`src/rtl/fifo4x8_pkg.sv`:
```
// fifo4x8 shared parameters and grant encoding.
package fifo4x8_pkg;

    localparam int DEPTH = 4;
    localparam int WIDTH = 8;
    localparam int AW    = 2;

    typedef enum logic [1:0] {
        GNT_NONE,
        GNT_PUSH,
        GNT_POP
    } gnt_e;

endpackage

```
`src/rtl/fifo4x8_if.sv`:
```
// fifo4x8 producer/consumer handshake and status bundle.
interface fifo4x8_if;
    import fifo4x8_pkg::*;

    logic             push;
    logic [WIDTH-1:0] push_data;
    logic             push_ack;
    logic             pop;
    logic             pop_ack;
    logic [WIDTH-1:0] pop_data;
    logic             pop_valid;
    logic             full;
    logic             empty;
    logic [AW:0]      count;
    logic             err;

    modport master (
        output push, push_data, pop,
        input  push_ack, pop_ack, pop_data, pop_valid,
        input  full, empty, count, err
    );

    modport slave (
        input  push, push_data, pop,
        output push_ack, pop_ack, pop_data, pop_valid,
        output full, empty, count, err
    );

endinterface

```
`src/rtl/fifo4x8_arbiter.sv`:
```
// fifo4x8 push/pop arbiter; alternates on conflict, last grant resets to pop.
module fifo4x8_arbiter
    import fifo4x8_pkg::*;
(
    input  logic clock,
    input  logic clear,
    input  logic push_ok,
    input  logic pop_ok,
    output gnt_e gnt
);

    gnt_e last, last_n;

    always_ff @(posedge clock or posedge clear) begin
        if (clear) last <= GNT_POP;
        else       last <= last_n;
    end

    always_comb begin
        gnt    = GNT_NONE;
        last_n = last;
        unique case (1'b1)
            (push_ok && pop_ok):
                gnt = (last == GNT_POP) ? GNT_PUSH : GNT_POP;
            (push_ok && !pop_ok):
                gnt = GNT_PUSH;
            (!push_ok && pop_ok):
                gnt = GNT_POP;
            default:
                gnt = GNT_NONE;
        endcase
        if (gnt != GNT_NONE) last_n = gnt;
    end

endmodule

```
`src/rtl/fifo4x8_ctrl.sv`:
```
// fifo4x8 single-port RAM sequencer: pointers, count, read register.
// Optional sticky protocol error flag built under FIFO4X8_ERR_EN.
module fifo4x8_ctrl
    import fifo4x8_pkg::*;
(
    input  logic             clock,
    input  logic             clear,
    fifo4x8_if.slave         bus,
    output logic [AW-1:0]    ram_address,
    output logic             ram_rw,
    output logic [WIDTH-1:0] ram_i,
    input  logic [WIDTH-1:0] ram_o
);

    localparam logic [AW:0]   CNT_FULL = (AW+1)'(DEPTH);
    localparam logic [AW:0]   CNT_ONE  = (AW+1)'(1);
    localparam logic [AW-1:0] PTR_ONE  = AW'(1);

    logic [AW-1:0]    wr_ptr, rd_ptr;
    logic [AW:0]      count;
    logic [WIDTH-1:0] pop_data;
    logic             pop_valid;
    logic             full, empty;
    logic             do_push, do_pop;
    gnt_e             gnt;

    assign full  = (count == CNT_FULL);
    assign empty = (count == '0);

    fifo4x8_arbiter u_arb (
        .clock   (clock),
        .clear   (clear),
        .push_ok (bus.push && !full),
        .pop_ok  (bus.pop && !empty),
        .gnt     (gnt)
    );

    // Grants are masked while clear is held so the RAM sees no write.
    assign do_push = (gnt == GNT_PUSH) && !clear;
    assign do_pop  = (gnt == GNT_POP) && !clear;

    assign ram_rw      = do_push;
    assign ram_address = do_push ? wr_ptr : rd_ptr;
    assign ram_i       = bus.push_data;

    always_ff @(posedge clock or posedge clear) begin
        if (clear) begin
            wr_ptr    <= '0;
            rd_ptr    <= '0;
            count     <= '0;
            pop_data  <= '0;
            pop_valid <= 1'b0;
        end else begin
            pop_valid <= do_pop;
            if (do_push) begin
                wr_ptr <= wr_ptr + PTR_ONE;
                count  <= count + CNT_ONE;
            end
            if (do_pop) begin
                rd_ptr   <= rd_ptr + PTR_ONE;
                count    <= count - CNT_ONE;
                pop_data <= ram_o;
            end
        end
    end

`ifdef FIFO4X8_ERR_EN
    logic err;

    always_ff @(posedge clock or posedge clear) begin
        if (clear)
            err <= 1'b0;
        else if ((bus.push && full) || (bus.pop && empty))
            err <= 1'b1;
    end

    assign bus.err = err;
`else
    assign bus.err = 1'b0;
`endif

    assign bus.push_ack  = do_push;
    assign bus.pop_ack   = do_pop;
    assign bus.pop_data  = pop_data;
    assign bus.pop_valid = pop_valid;
    assign bus.full      = full;
    assign bus.empty     = empty;
    assign bus.count     = count;

endmodule
```
`src/flat_wrapper.sv`:
```
// flat-port wrapper written by rule: the top's interface ports become plain ports
module fifo4x8_ctrl_flat import fifo4x8_pkg::*;
  (clock, clear, ram_address, ram_rw, ram_i, ram_o, bus_push, bus_push_data, bus_pop, bus_push_ack, bus_pop_ack, bus_pop_data, bus_pop_valid, bus_full, bus_empty, bus_count, bus_err);
  fifo4x8_if bus_i ();
  input  logic clock;
  input  logic clear;
  output logic [AW-1:0] ram_address;
  output logic ram_rw;
  output logic [WIDTH-1:0] ram_i;
  input  logic [WIDTH-1:0] ram_o;
  input wire logic [$bits(bus_i.push)-1:0] bus_push;
  input wire logic [$bits(bus_i.push_data)-1:0] bus_push_data;
  input wire logic [$bits(bus_i.pop)-1:0] bus_pop;
  output wire logic [$bits(bus_i.push_ack)-1:0] bus_push_ack;
  output wire logic [$bits(bus_i.pop_ack)-1:0] bus_pop_ack;
  output wire logic [$bits(bus_i.pop_data)-1:0] bus_pop_data;
  output wire logic [$bits(bus_i.pop_valid)-1:0] bus_pop_valid;
  output wire logic [$bits(bus_i.full)-1:0] bus_full;
  output wire logic [$bits(bus_i.empty)-1:0] bus_empty;
  output wire logic [$bits(bus_i.count)-1:0] bus_count;
  output wire logic [$bits(bus_i.err)-1:0] bus_err;
  assign bus_i.push = bus_push;
  assign bus_i.push_data = bus_push_data;
  assign bus_i.pop = bus_pop;
  assign bus_push_ack = bus_i.push_ack;
  assign bus_pop_ack = bus_i.pop_ack;
  assign bus_pop_data = bus_i.pop_data;
  assign bus_pop_valid = bus_i.pop_valid;
  assign bus_full = bus_i.full;
  assign bus_empty = bus_i.empty;
  assign bus_count = bus_i.count;
  assign bus_err = bus_i.err;
  fifo4x8_ctrl u_core (.clock(clock), .clear(clear), .bus(bus_i), .ram_address(ram_address), .ram_rw(ram_rw), .ram_i(ram_i), .ram_o(ram_o));
endmodule
```
`config.mk`:
```
export PLATFORM = sky130hd
export DESIGN_NAME = fifo4x8_ctrl_flat
export DESIGN_NICKNAME = d
export VERILOG_FILES = /design/src/rtl/fifo4x8_pkg.sv /design/src/rtl/fifo4x8_if.sv /design/src/rtl/fifo4x8_arbiter.sv /design/src/rtl/fifo4x8_ctrl.sv /design/src/flat_wrapper.sv
export SDC_FILE = /design/constraint.sdc
export NUM_CORES = 1
export LEC_CHECK = 0
export ABC_AREA = 1
export CAP_MARGIN = 25
export CORE_MARGIN = 2
export CORE_UTILIZATION = 41
export DETAILED_ROUTE_END_ITERATION = 10
export HOLD_SLACK_MARGIN = 0.05
export PLACE_DENSITY = 0.92
export SLEW_MARGIN = 30
export SYNTH_ARGS = -nofsm -noshare
export SYNTH_HDL_FRONTEND = slang
export SYNTH_SLANG_ARGS = --single-unit
```
`constraint.sdc`:
```
create_clock -name clock -period 4.2 [get_ports clock]
set_input_delay 0.84 -clock clock [delete_from_list [all_inputs] [get_ports clock]]
set_output_delay 0.84 -clock clock [all_outputs]
set_load 0.02 [all_outputs]
```
==> design notes, run 1 <==
The congestion estimate from routability-driven global placement came to 0.783. The utilization after layout was 0.560; the switching part of the total was 0.422. The cell count in the Yosys report is 109, and the worst-case clock buffer depth is 2. The initial antenna violation count is 0, and the via count of the first global-routing pass is 732.

Setup slack on the worst path after placement came out at 0.615 ns. The area share of buffers outside the clock network was 0.260. The layout report lists the combined flip-flop and latch area as 452 um2. The type of the worst setup path was in2out. The starting density of the core is 0.422.

Once placement finished, the instance area stood at 1180 um2. The part of the total power dissipated in combinational logic is 0.546, and the post-synthesis net count is 130. With the multi-input logic portion of the cell area at 0.261, the pin count of the biggest net entering global routing is 13. The register-to-register setup slack was 2.16 ns.

Each instance of the synthesized netlist takes up on average 8.39 um2. The sum of negative setup slack came out at 0 ns. For the worst reg-to-reg path, the endpoint reported by OpenROAD is u_core.bus.count[2]$_DFFE_PP0P_. With the hold path depth at 2, the ratio of cells with drive above 1 in the final layout is 0.104. The final layout report lists a non-clock buffer count of 32. The clock slew seen by the registers of the worst setup and hold paths is 0.10 ns, and the mean number of vias per cell is 4.62.

The synthesized netlist occupies a cell area of 915 um2. The area added between synthesis and finish is 32.8%. Count of unresolved DRC violations after routing: 0. The worst setup path is captured at an output port. The run finished with clean final reports. Setup repair after global routing left no endpoint under its margin. The top cell class by occupied area was sequential cells. The tools report the gate count of the mapped netlist as 109. Looking at hold timing, the worst path starts from u_core.bus.pop_data[6]$_DFFE_PP0P_. For the internal portion of total power, the log shows 536 uW. Yosys reports a chip area of 915 um2.

The longest incremental delay of any stage on the critical path is reported as 0.62 ns. The first global-routing pass estimated 3.03 mm of wire. With the highest clock frequency the design can meet at 280 MHz, the post-layout worst setup margin is 0.631 ns. The run gives 20 as the number of different library cells in the post-synthesis netlist. The most common cell after layout, fill and taps aside was sky130_fd_sc_hd__nand2_1.

Traced cell by cell, the critical path runs through clkdlybuf4s50_1 > inv_1 > nand3_1 > nor2_1 > o21bai_1 > clkdlybuf4s50_1. Once the clock tree was built, the setup fixing pass inserted 0 buffers. The detailed-routing iteration count for the pre-antenna-repair pass was 4; the number of register bits inferred by synthesis was 18. The clock network area share is 0.0299. After detailed placement, the design holds a cell count of 158.
[run 1: critical path, delay by kind of cell]
kind	cells	cell delay, ns
AND-OR/OR-AND	1	0.14
buffers and inverters	3	1.33
AND/OR/NAND/NOR	2	0.42
[run 1: cells in the mapped netlist (all sizes together)]
library cell | count | area, um2
dfstp | 1 | 26.3
fa | 1 | 20.0
nor2 | 5 | 21.3
nand2 | 39 | 149
o21bai | 1 | 7.51
inv | 16 | 60.1
o21ai | 6 | 33.8
nand3 | 6 | 40.0
a21boi | 1 | 11.3
buf | 11 | 86.3
nand4 | 2 | 12.5
dfrtp | 17 | 425
conb | 1 | 3.75
xor2 | 2 | 17.5
[run 1: state kept, by name, summed over array words and instances (netlist names)]
name	flops
u_core.wr_ptr	2
u_core.u_arb.last	2
u_core.bus.count	3
u_core.rd_ptr	2
u_core.bus.pop_valid	1
u_core.bus.pop_data	8
[run 1: routing by layer]
layer | share of wire | up-vias | global-route usage | wire length [um]
met2 | 0.52 | 24 | 0.288 | 952
met4 | 0.017 | 0 | 0.0833 | 31
met3 | 0.059 | 3 | 0.0292 | 108
li1 | - | 369 | - | -
met5 | 0 | - | 0 | 0
met1 | 0.40 | 353 | 0.173 | 728
[run 1: power groups by stage]
stage	Clock [uW]	Combinational [uW]	Sequential, uW
final	105	505	316
after global routing	114	560	326
after CTS	109	511	315
after detailed placement	0	507	319
after global placement	0	488	313
after floorplan	0	240	377
[run 1: kinds of logic (layout without fill, tap and decap cells)]
kind of cell             after synthesis  after routing  share of synthesized area
flip-flops                            18             18                      0.494
other                                  1              1                    0.00410
adder cells (fa/ha/maj)                1              1                     0.0219
buffers and inverters                 27             52                      0.160
AND/OR/NAND/NOR                       52             52                      0.244
AND-OR/OR-AND                          8              8                     0.0575
XOR/XNOR                               2              2                     0.0192
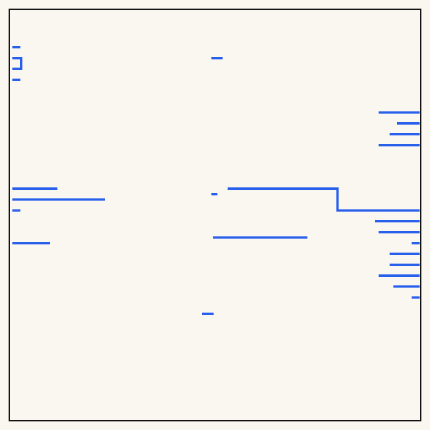
(run_1/layer_met3.png)
(8 px per um)
The layer carries 109 um of wire. The wires run mostly horizontal. 21 nets have wire on it. The longest straight run is 13.6 um. The layer holds 6.0% of the routed length.

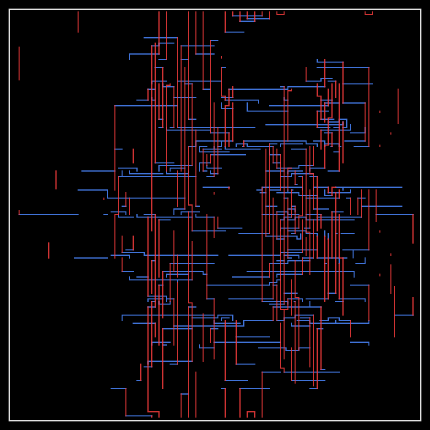
(run_1/wires.png)
(8 px per um) Only two layers are drawn.
Blue marks metal 1, wire length 728 um. Red marks metal 2, wire length 953 um.

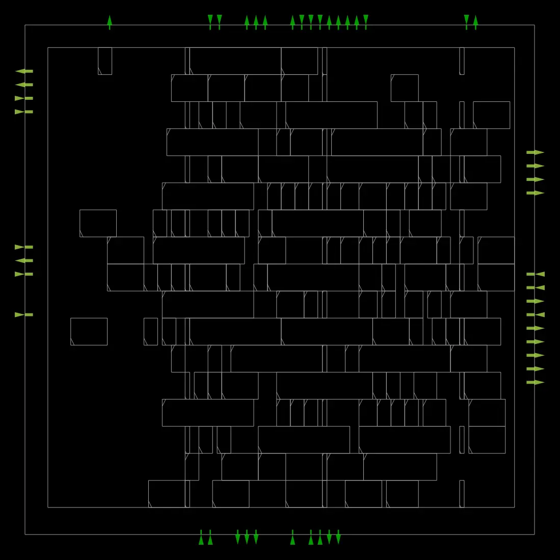
(run_1/placement.png)
sequential cell count: 18
fraction of area in registers: 0.372
Fill cells: 200

==> run 1 -> run 2 <==
Settings changed: CORE_UTILIZATION 41 to 38, PLACE_DENSITY 0.92 to 0.87.
Clock period 4.2 ns to 3.57 ns, I/O delays scaled along.
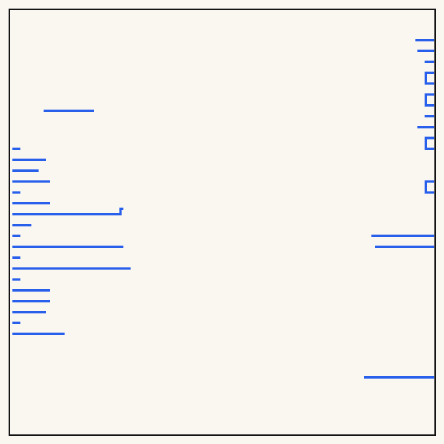
(run_2/layer_met3.png)
(8 px per um)
The layer carries 133 um of wire. The wires run mostly horizontal. 29 nets have wire on it. The layer holds 7.5% of the routed length. The longest straight run is 14.5 um.

==> run 2 against run 1 <==
- critical path depth did not move
- total power rose by 17%
- sequential cell count did not move
- count of clock-buffer cells in the layout did not move
- register-to-register slack got worse by 0.62 ns
- routed wire length fell by 3.0%
- sequential share of layout area fell by 0.23 points
- largest cell class unchanged
- largest power group unchanged
- highest routed layer unchanged
==> design notes, run 2 <==
The number of register bits inferred by synthesis came out at 18 (unchanged). With the mean number of vias per cell at 4.52 (-2.2%), the post-layout worst setup margin is 0.275 ns (-0.356 ns). The tools report the routing usage on met2 as 0.235 (-0.0525). The library cell used most frequently in the layout, excluding fill and tap cells, is sky130_fd_sc_hd__nand2_1. met2 is the most crowded layer. The met3 global-route usage came out at 0.0311 (+0.00183).

Sum of negative setup slack: 0 ns (unchanged). The placer's final routability congestion estimate was 0.664 (-15%). The total of fill cells in the finished design came out at 215 (+7.5%). The cell area after placement was 1190 um2 (+0.64%).

The flip-flop count of the largest register after layout is 8 (unchanged). For reference, the top cells by area after synthesis are sky130_fd_sc_hd__dfrtp_1, sky130_fd_sc_hd__nand2_1, sky130_fd_sc_hd__buf_4, sky130_fd_sc_hd__inv_1, sky130_fd_sc_hd__dfstp_2. For the pin count of the biggest net entering global routing, the log shows 14 (+1). The flow ran to the end, and the final reports show no timing, DRC or antenna violations.

The worst-case clock buffer depth was 2 (unchanged). By startpoint and endpoint, the worst setup path is classified as in2out. Setup repair after global routing left no endpoint under its margin. The post-CTS setup repair buffer count is 0 (unchanged), and the synthesized area divided by synthesized cell count is 8.39 um2 (unchanged). The area added between synthesis and finish came out at 33.7%.

The tools report the setup slack at placement as 0.277 ns (-0.338 ns). The met1 layer usage reported by global route was 0.188 (+0.0154).
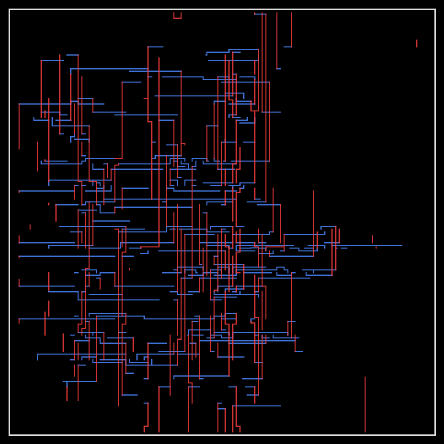
(run_2/wires.png)
(8 px per um) Only two layers are drawn.
Red marks metal 2, wire length 846 um. Blue marks metal 1, wire length 773 um.

-- run 2: cell counts after synthesis --
Identical to the previous run, type by type.
-- run 2: worst paths after layout --
path	start	cells after the start	slack [ns]	end
setup / recovery	bus_push	6	0.27	ram_address[0]
hold / removal	u_core.bus.pop_data[7]$_DFFE_PP0P_	2	0.49	u_core.bus.pop_data[7]$_DFFE_PP0P_
setup reg to reg	u_core.bus.count[2]$_DFFE_PP0P_	11	1.54	u_core.bus.count[2]$_DFFE_PP0P_
hold reg to reg	u_core.bus.pop_data[7]$_DFFE_PP0P_	2	0.49	u_core.bus.pop_data[7]$_DFFE_PP0P_
max in group asynchronous	clear	3	2.62	u_core.u_arb.last[1]$_DFFE_PP1P_
min in group asynchronous	clear	3	0.74	u_core.u_arb.last[0]$_DFFE_PP0P_
-- run 2: metal layers --
metal / wire, um / share of wire
met1: 773 / 0.44
met2: 845 / 0.48
met3: 132 / 0.075
met4: 16 / 0.0091
met5: 0 / 0
-- run 2: cell type report --
class                      instances  share of cell area
sequential                        18               0.369
timing repair buffer              33               0.264
multi-input combinational         64               0.259
inverter                          16              0.0491
clock buffer                       4              0.0297
tap                               28              0.0287
-- run 2: cells by family (layout without fill, tap and decap cells) --
kind of cell | Yosys count | in the layout | share of synthesized area
AND/OR/NAND/NOR | 52 | 52 | 0.244
buffers and inverters | 27 | 53 | 0.160
flip-flops | 18 | 18 | 0.494
AND-OR/OR-AND | 8 | 8 | 0.0575
XOR/XNOR | 2 | 2 | 0.0192
adder cells (fa/ha/maj) | 1 | 1 | 0.0219
other | 1 | 1 | 0.00410
-- run 2: report_power, final --
| part | total, uW | switching [uW] | internal (uW) |
|---|---|---|---|
| logic | 589 | 328 | 261 |
| registers | 373 | 66.6 | 306 |
| clock network | 122 | 60.0 | 62.1 |
| total | 1080 | 455 | 629 |
Power and IR drop assume default switching activity.
